File: src/rtl/spwm_pkg.sv
// rtl/spwm_pkg.sv - shared SPWM link constants, state encoding and width helper
package spwm_pkg;

    localparam int PERIOD_DEFAULT       = 256;
    localparam int IDLE_WINDOWS_DEFAULT = 16;

    typedef enum logic {
        ST_IDLE   = 1'b0,
        ST_LOCKED = 1'b1
    } state_t;

    // High-time counter width: must hold the value PERIOD itself (100% duty).
    function automatic int calc_cw(input int period);
        return $clog2(period) + 1;
    endfunction

    localparam int CW_DEFAULT = calc_cw(PERIOD_DEFAULT);

endpackage

File: src/rtl/pwm_edge_sync.sv
// rtl/pwm_edge_sync.sv - two-flop synchronizer plus rising-edge detect for one PWM leg
module pwm_edge_sync (
    input  logic clk,
    input  logic rst_n,
    input  logic pwm_in,
    output logic sync_out,
    output logic rise_out
);

    logic meta_q, meta_d;
    logic sync_q, sync_d;
    logic prev_q, prev_d;

    // Shift the asynchronous level through the synchronizer and keep one stage of history.
    always_comb begin
        meta_d = pwm_in;
        sync_d = meta_q;
        prev_d = sync_q;
    end

    // Synchronizer and edge-history registers.
    always_ff @(posedge clk) begin
        if (!rst_n) begin
            meta_q <= 1'b0;
            sync_q <= 1'b0;
            prev_q <= 1'b0;
        end else begin
            meta_q <= meta_d;
            sync_q <= sync_d;
            prev_q <= prev_d;
        end
    end

    assign sync_out = sync_q;
    assign rise_out = sync_q & ~prev_q;

endmodule

File: src/rtl/spwm_demod.sv
// rtl/spwm_demod.sv - recovers one signed sample per carrier window from the two H-bridge legs
module spwm_demod
    import spwm_pkg::*;
#(
    parameter int PERIOD       = PERIOD_DEFAULT,
    parameter int IDLE_WINDOWS = IDLE_WINDOWS_DEFAULT,
    localparam int CW          = calc_cw(PERIOD)
) (
    input  logic        clk,
    input  logic        rst_n,
    input  logic        pwm_a,
    input  logic        pwm_b,
    output logic [CW:0] sample,
    output logic        sample_valid,
    output logic        locked,
    output logic        sync_err,
    output logic        overlap_err
);

    localparam int IW = $clog2(IDLE_WINDOWS + 1);
    localparam logic [CW-1:0] LAST_COUNT = CW'(PERIOD - 1);
    localparam logic [IW-1:0] LAST_IDLE  = IW'(IDLE_WINDOWS - 1);

    logic sync_a, rise_a;
    logic sync_b, rise_b;

    pwm_edge_sync u_sync_a (
        .clk      (clk),
        .rst_n    (rst_n),
        .pwm_in   (pwm_a),
        .sync_out (sync_a),
        .rise_out (rise_a)
    );

    pwm_edge_sync u_sync_b (
        .clk      (clk),
        .rst_n    (rst_n),
        .pwm_in   (pwm_b),
        .sync_out (sync_b),
        .rise_out (rise_b)
    );

    state_t        state_q, state_d;
    logic [CW-1:0] count_q, count_d;
    logic [CW-1:0] high_a_q, high_a_d;
    logic [CW-1:0] high_b_q, high_b_d;
    logic [IW-1:0] idle_q, idle_d;
    logic          seen_q, seen_d;
    logic [CW:0]   sample_q, sample_d;
    logic          valid_q, valid_d;
    logic          sync_err_q, sync_err_d;
    logic          overlap_q, overlap_d;

    logic [CW-1:0] sum_a, sum_b;
    logic          rise_any;

    // Window sequencing, high-time accumulation, idle tracking and sample formation.
    always_comb begin
        state_d    = state_q;
        count_d    = count_q;
        high_a_d   = high_a_q;
        high_b_d   = high_b_q;
        idle_d     = idle_q;
        seen_d     = seen_q;
        sample_d   = sample_q;
        valid_d    = 1'b0;
        sync_err_d = 1'b0;
        overlap_d  = sync_a & sync_b;
        rise_any   = rise_a | rise_b;
        sum_a      = high_a_q + CW'(sync_a);
        sum_b      = high_b_q + CW'(sync_b);

        case (state_q)
            ST_IDLE: begin
                count_d  = '0;
                high_a_d = '0;
                high_b_d = '0;
                idle_d   = '0;
                seen_d   = 1'b0;
                // The aligning edge cycle is itself window count 0 and is counted.
                if (rise_any) begin
                    state_d  = ST_LOCKED;
                    count_d  = CW'(1);
                    high_a_d = CW'(sync_a);
                    high_b_d = CW'(sync_b);
                    seen_d   = 1'b1;
                end
            end
            ST_LOCKED: begin
                if (rise_any && (count_q != '0)) begin
                    // Misaligned edge: drop the partial window and realign on this cycle.
                    sync_err_d = 1'b1;
                    count_d    = CW'(1);
                    high_a_d   = CW'(sync_a);
                    high_b_d   = CW'(sync_b);
                    seen_d     = 1'b1;
                    idle_d     = '0;
                end else if (count_q == LAST_COUNT) begin
                    sample_d = {1'b0, sum_a} - {1'b0, sum_b};
                    valid_d  = 1'b1;
                    high_a_d = '0;
                    high_b_d = '0;
                    count_d  = '0;
                    seen_d   = 1'b0;
                    if (!seen_q) begin
                        if (idle_q == LAST_IDLE) begin
                            state_d = ST_IDLE;
                            idle_d  = '0;
                        end else begin
                            idle_d = idle_q + IW'(1);
                        end
                    end
                end else begin
                    count_d  = count_q + CW'(1);
                    high_a_d = sum_a;
                    high_b_d = sum_b;
                    if (rise_any) begin
                        seen_d = 1'b1;
                        idle_d = '0;
                    end
                end
            end
            default: begin
                state_d = ST_IDLE;
            end
        endcase
    end

    // State, counters and registered outputs.
    always_ff @(posedge clk) begin
        if (!rst_n) begin
            state_q    <= ST_IDLE;
            count_q    <= '0;
            high_a_q   <= '0;
            high_b_q   <= '0;
            idle_q     <= '0;
            seen_q     <= 1'b0;
            sample_q   <= '0;
            valid_q    <= 1'b0;
            sync_err_q <= 1'b0;
            overlap_q  <= 1'b0;
        end else begin
            state_q    <= state_d;
            count_q    <= count_d;
            high_a_q   <= high_a_d;
            high_b_q   <= high_b_d;
            idle_q     <= idle_d;
            seen_q     <= seen_d;
            sample_q   <= sample_d;
            valid_q    <= valid_d;
            sync_err_q <= sync_err_d;
            overlap_q  <= overlap_d;
        end
    end

    assign sample       = sample_q;
    assign sample_valid = valid_q;
    assign locked       = (state_q == ST_LOCKED);
    assign sync_err     = sync_err_q;
    assign overlap_err  = overlap_q;

endmodule

File: config.mk
export PLATFORM = sky130hd
export DESIGN_NAME = spwm_demod
export DESIGN_NICKNAME = d
export VERILOG_FILES = /design/src/rtl/spwm_pkg.sv /design/src/rtl/pwm_edge_sync.sv /design/src/rtl/spwm_demod.sv
export SDC_FILE = /design/constraint.sdc
export NUM_CORES = 1
export LEC_CHECK = 0
export CAP_MARGIN = 40
export CELL_PAD_IN_SITES_DETAIL_PLACEMENT = 1
export CELL_PAD_IN_SITES_GLOBAL_PLACEMENT = 2
export CORE_MARGIN = 10
export CORE_UTILIZATION = 36
export DETAILED_ROUTE_END_ITERATION = 12
export PLACE_DENSITY = 0.83
export SYNTH_ARGS = -nofsm -noshare
export SYNTH_HDL_FRONTEND = slang
export SYNTH_HIERARCHICAL = 1
export SYNTH_SLANG_ARGS = --single-unit
File: constraint.sdc
create_clock -name clk -period 3.35 [get_ports clk]
set_input_delay 0.8375 -clock clk [delete_from_list [all_inputs] [get_ports clk]]
set_output_delay 0.8375 -clock clk [all_outputs]
set_load 0.02 [all_outputs]
pdn.png
Scale bar: 20 um. Pins as bars on the die edge. Tap cells in gray.
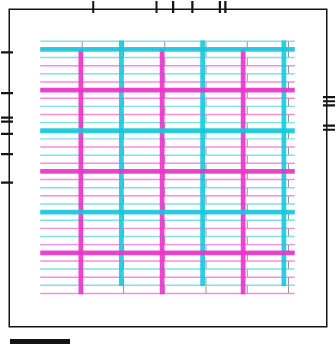
legend:
  magenta:
    net: VSS
  cyan:
    net: VDD
tap cells: 99
signal pins: 18
met5 straps: 6
met1 rails: 32

cell_classes.png
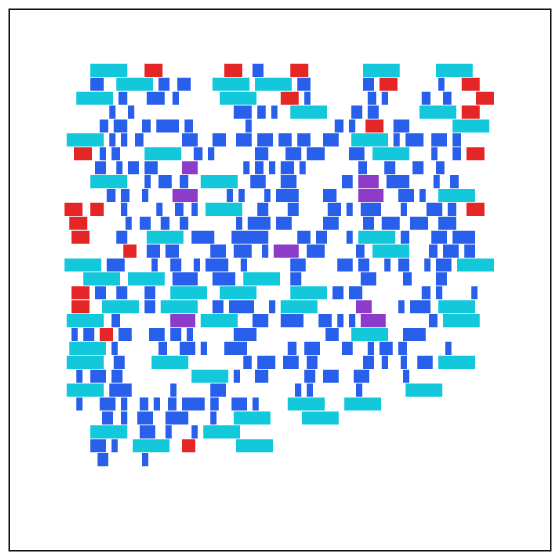
legend:
  cyan:
    class: flip-flops
    cells: 53
    share_of_their_area: 37%
  purple:
    class: clock drivers and dummy loads
    cells: 8
    share_of_their_area: 3.4%
  red:
    class: other buffers and delay cells
    cells: 21
    share_of_their_area: 6.9%
  blue:
    class: all other logic
    cells: 237
    share_of_their_area: 53%

clock_map.png
Scale bar: 20 um.
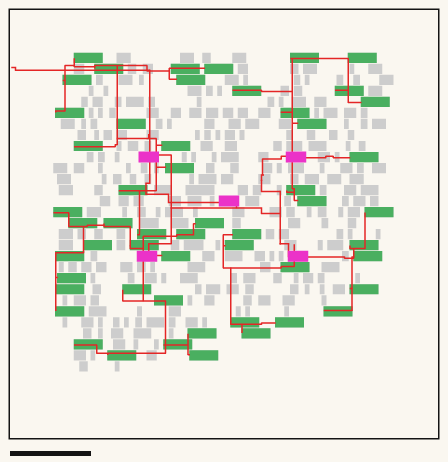
legend:
  magenta:
    item: cells driving clock nets
    count: 5
  green:
    item: flip-flops
    count: 53
  red:
    item: clock wires
    length: 710 um
routed clock nets: 6
flops lie: widely spread
power in the clock group: 394 uW
clk_lat worst skew: 0.32 ns
Setup Skew: 0.0116 ns
Clock power frac: 35.7%

metal_stack.png
Scale bar: 20 um. Two of the layers only.
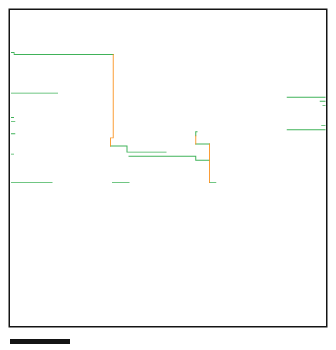
legend:
  orange:
    layer: met4
    wire_length: 47.2 um
  green:
    layer: met3
    wire_length: 159 um
Vias: 2072
final wirelength: 5890 um
WL/cell: 14.1 um
Total Routing Usage GR: 11.3%

==> Changelog: implementation <==
## Implementation

* Status: complete, no violations
* Area grow syn2layout at 14.7%
* CP arrival at 3.06 ns
* Final Setup Violations at 0
* FILL cells at 862
* Reg clk slew, reported paths at 0.11 ns
* Crit path max-delay family: adder cells
* Yosys synthesis chip area at 0.00264 mm2
* Seq cells post-synth at 53
* Top cell excl fill/tap: dfxtp_1
* Cell taking the most area after synthesis: dfxtp_1
* Power in combinational cells at 65.8 uW
* Kind of critical path: flop to flop
* Non-CTS buffers at 21
* Critical Path Stages at 11
* IO Count at 18
* Critical Path Sink: sample[5]
* Capture point of the worst reg-to-reg path: sample[5]
* Yosys cell count at 298
* First-pass GRT wire length at 10400 um
* Worst R2R Setup Slack at 0.51 ns
* CTS Buf Count at 5
* Hold Violations, Final at 0
* Signal buffers share of area at 6.61%
* Pwr Density at 364 mW/mm2
* FF-to-FF path depth at 11
* Leading cell kind: multi-input combinational cells
* Seq area share at 35.0%
* Post-synth cell types at 55
* Hold slack final at 0.440 ns
* Clock buffer depth at 2
* Required @ worst endpoint at 3.57 ns
* Mean Syn Cell Area at 8.86 um2
* Switching Fraction at 25.4%
* Fin crit period at 2.84 ns
* Sequential Area at 0.00106 mm2
* Comb pwr share at 6.0%
* Die H at 106 um
* Registers at 53
* Main flop type: dfxtp_1
* Syn Inst Count at 298
* Comb gate area at 0.00150 mm2
* PnR worst setup slack at 0.506 ns
* # rows at 31
* Max Freq at 352 MHz
* Crit-path cells: ha_1 > xnor2_1 > inv_1 > ha_1 > nor2b_1 > nor4_2 > o311ai_1 > maj3_1 > xnor2_1 > o21ai_0 > and2_1
* Top-area cell share at 40.2%
* Final Util at 42.2%
* Clkbuf count at 5
* Top area cell types: dfxtp_1 40%, ha_1 5.7%, xnor2_1 4.6%, nor2_1 4.4%, nand2_1 3.7%
* Tapcells inserted at 99
* Area fraction in xor and xnor cells at 7.96%
* CTS root buf: clkbuf_8
* Post-CTS Resized at 0
* Max_cap viols at 0
* Sink Count at 53
* Worst hold start: u_sync_b/meta_q
* NetSw at 279 uW
* CP Capture Type: flop
* Core footprint at 0.00718 mm2
* Cell leakage power at 0.00113 uW
* H-Tree Depth at 2
* Pre-CTS setup slack at 0.516 ns
* Final instance area at 0.00303 mm2
* Top power group: registers
* First-pass detailed-route iteration total at 4
* RSZ-0062 raised after global routing: no
* Peak supply drop at 0.269 mV
* Clock-cell share at 3.22%
* Vias/cell at 4.96
* Worst hold endpoint: u_sync_b/sync_out
* Mux area share at 0.758%
* Initial Util at 36.8%
* CP max stage cell: dfxtp_1
* Post-synth EDFFs at 0
* Reg-to-reg startpoint: u_sync_a/sync_out
* TNS Setup at 0 ns
* Largest net degree at the start of global routing at 20
* Fin. max-slew vios at 0
* Number of global-route vias before repair at 2162
* Hold Crit Class: flop to flop
* CP Launch Type: flop
* Sequential power share at 58.3%
* Post-CTS setup buffers at 0
* Total inserted antenna cells at 0
* Initial drt markers at 48
* Drt drc at 0
* Crit path buf inv count at 1
* Nets@finish at 335
* Yosys warning count at 6
stage by stage:
| stage | power [uW] | std cells |
|---|---|---|
| floorplan | 701 | 298 |
| detailed placement | 724 | 410 |
| finish | 1100 | 418 |
| CTS | 1120 | 418 |
| global route | 1170 | 418 |
| global placement | 724 | 410 |
logic make-up after synthesis:
kind of cell             after synthesis
buffers and inverters                 22
flip-flops                            53
AND-OR/OR-AND                         51
AND/OR/NAND/NOR                      130
multiplexers                           2
XOR/XNOR                              24
adder cells (fa/ha/maj)               16
metal layers:
layer	track usage, %	up-vias	part of all wire [%]
li1	-	1072	-
met1	14.0	975	49
met2	18.7	18	47
met3	3.65	7	2.7
met4	2.61	0	0.80
met5	0	-	0
No activity file was given, so power comes from the tool's default toggle rates.
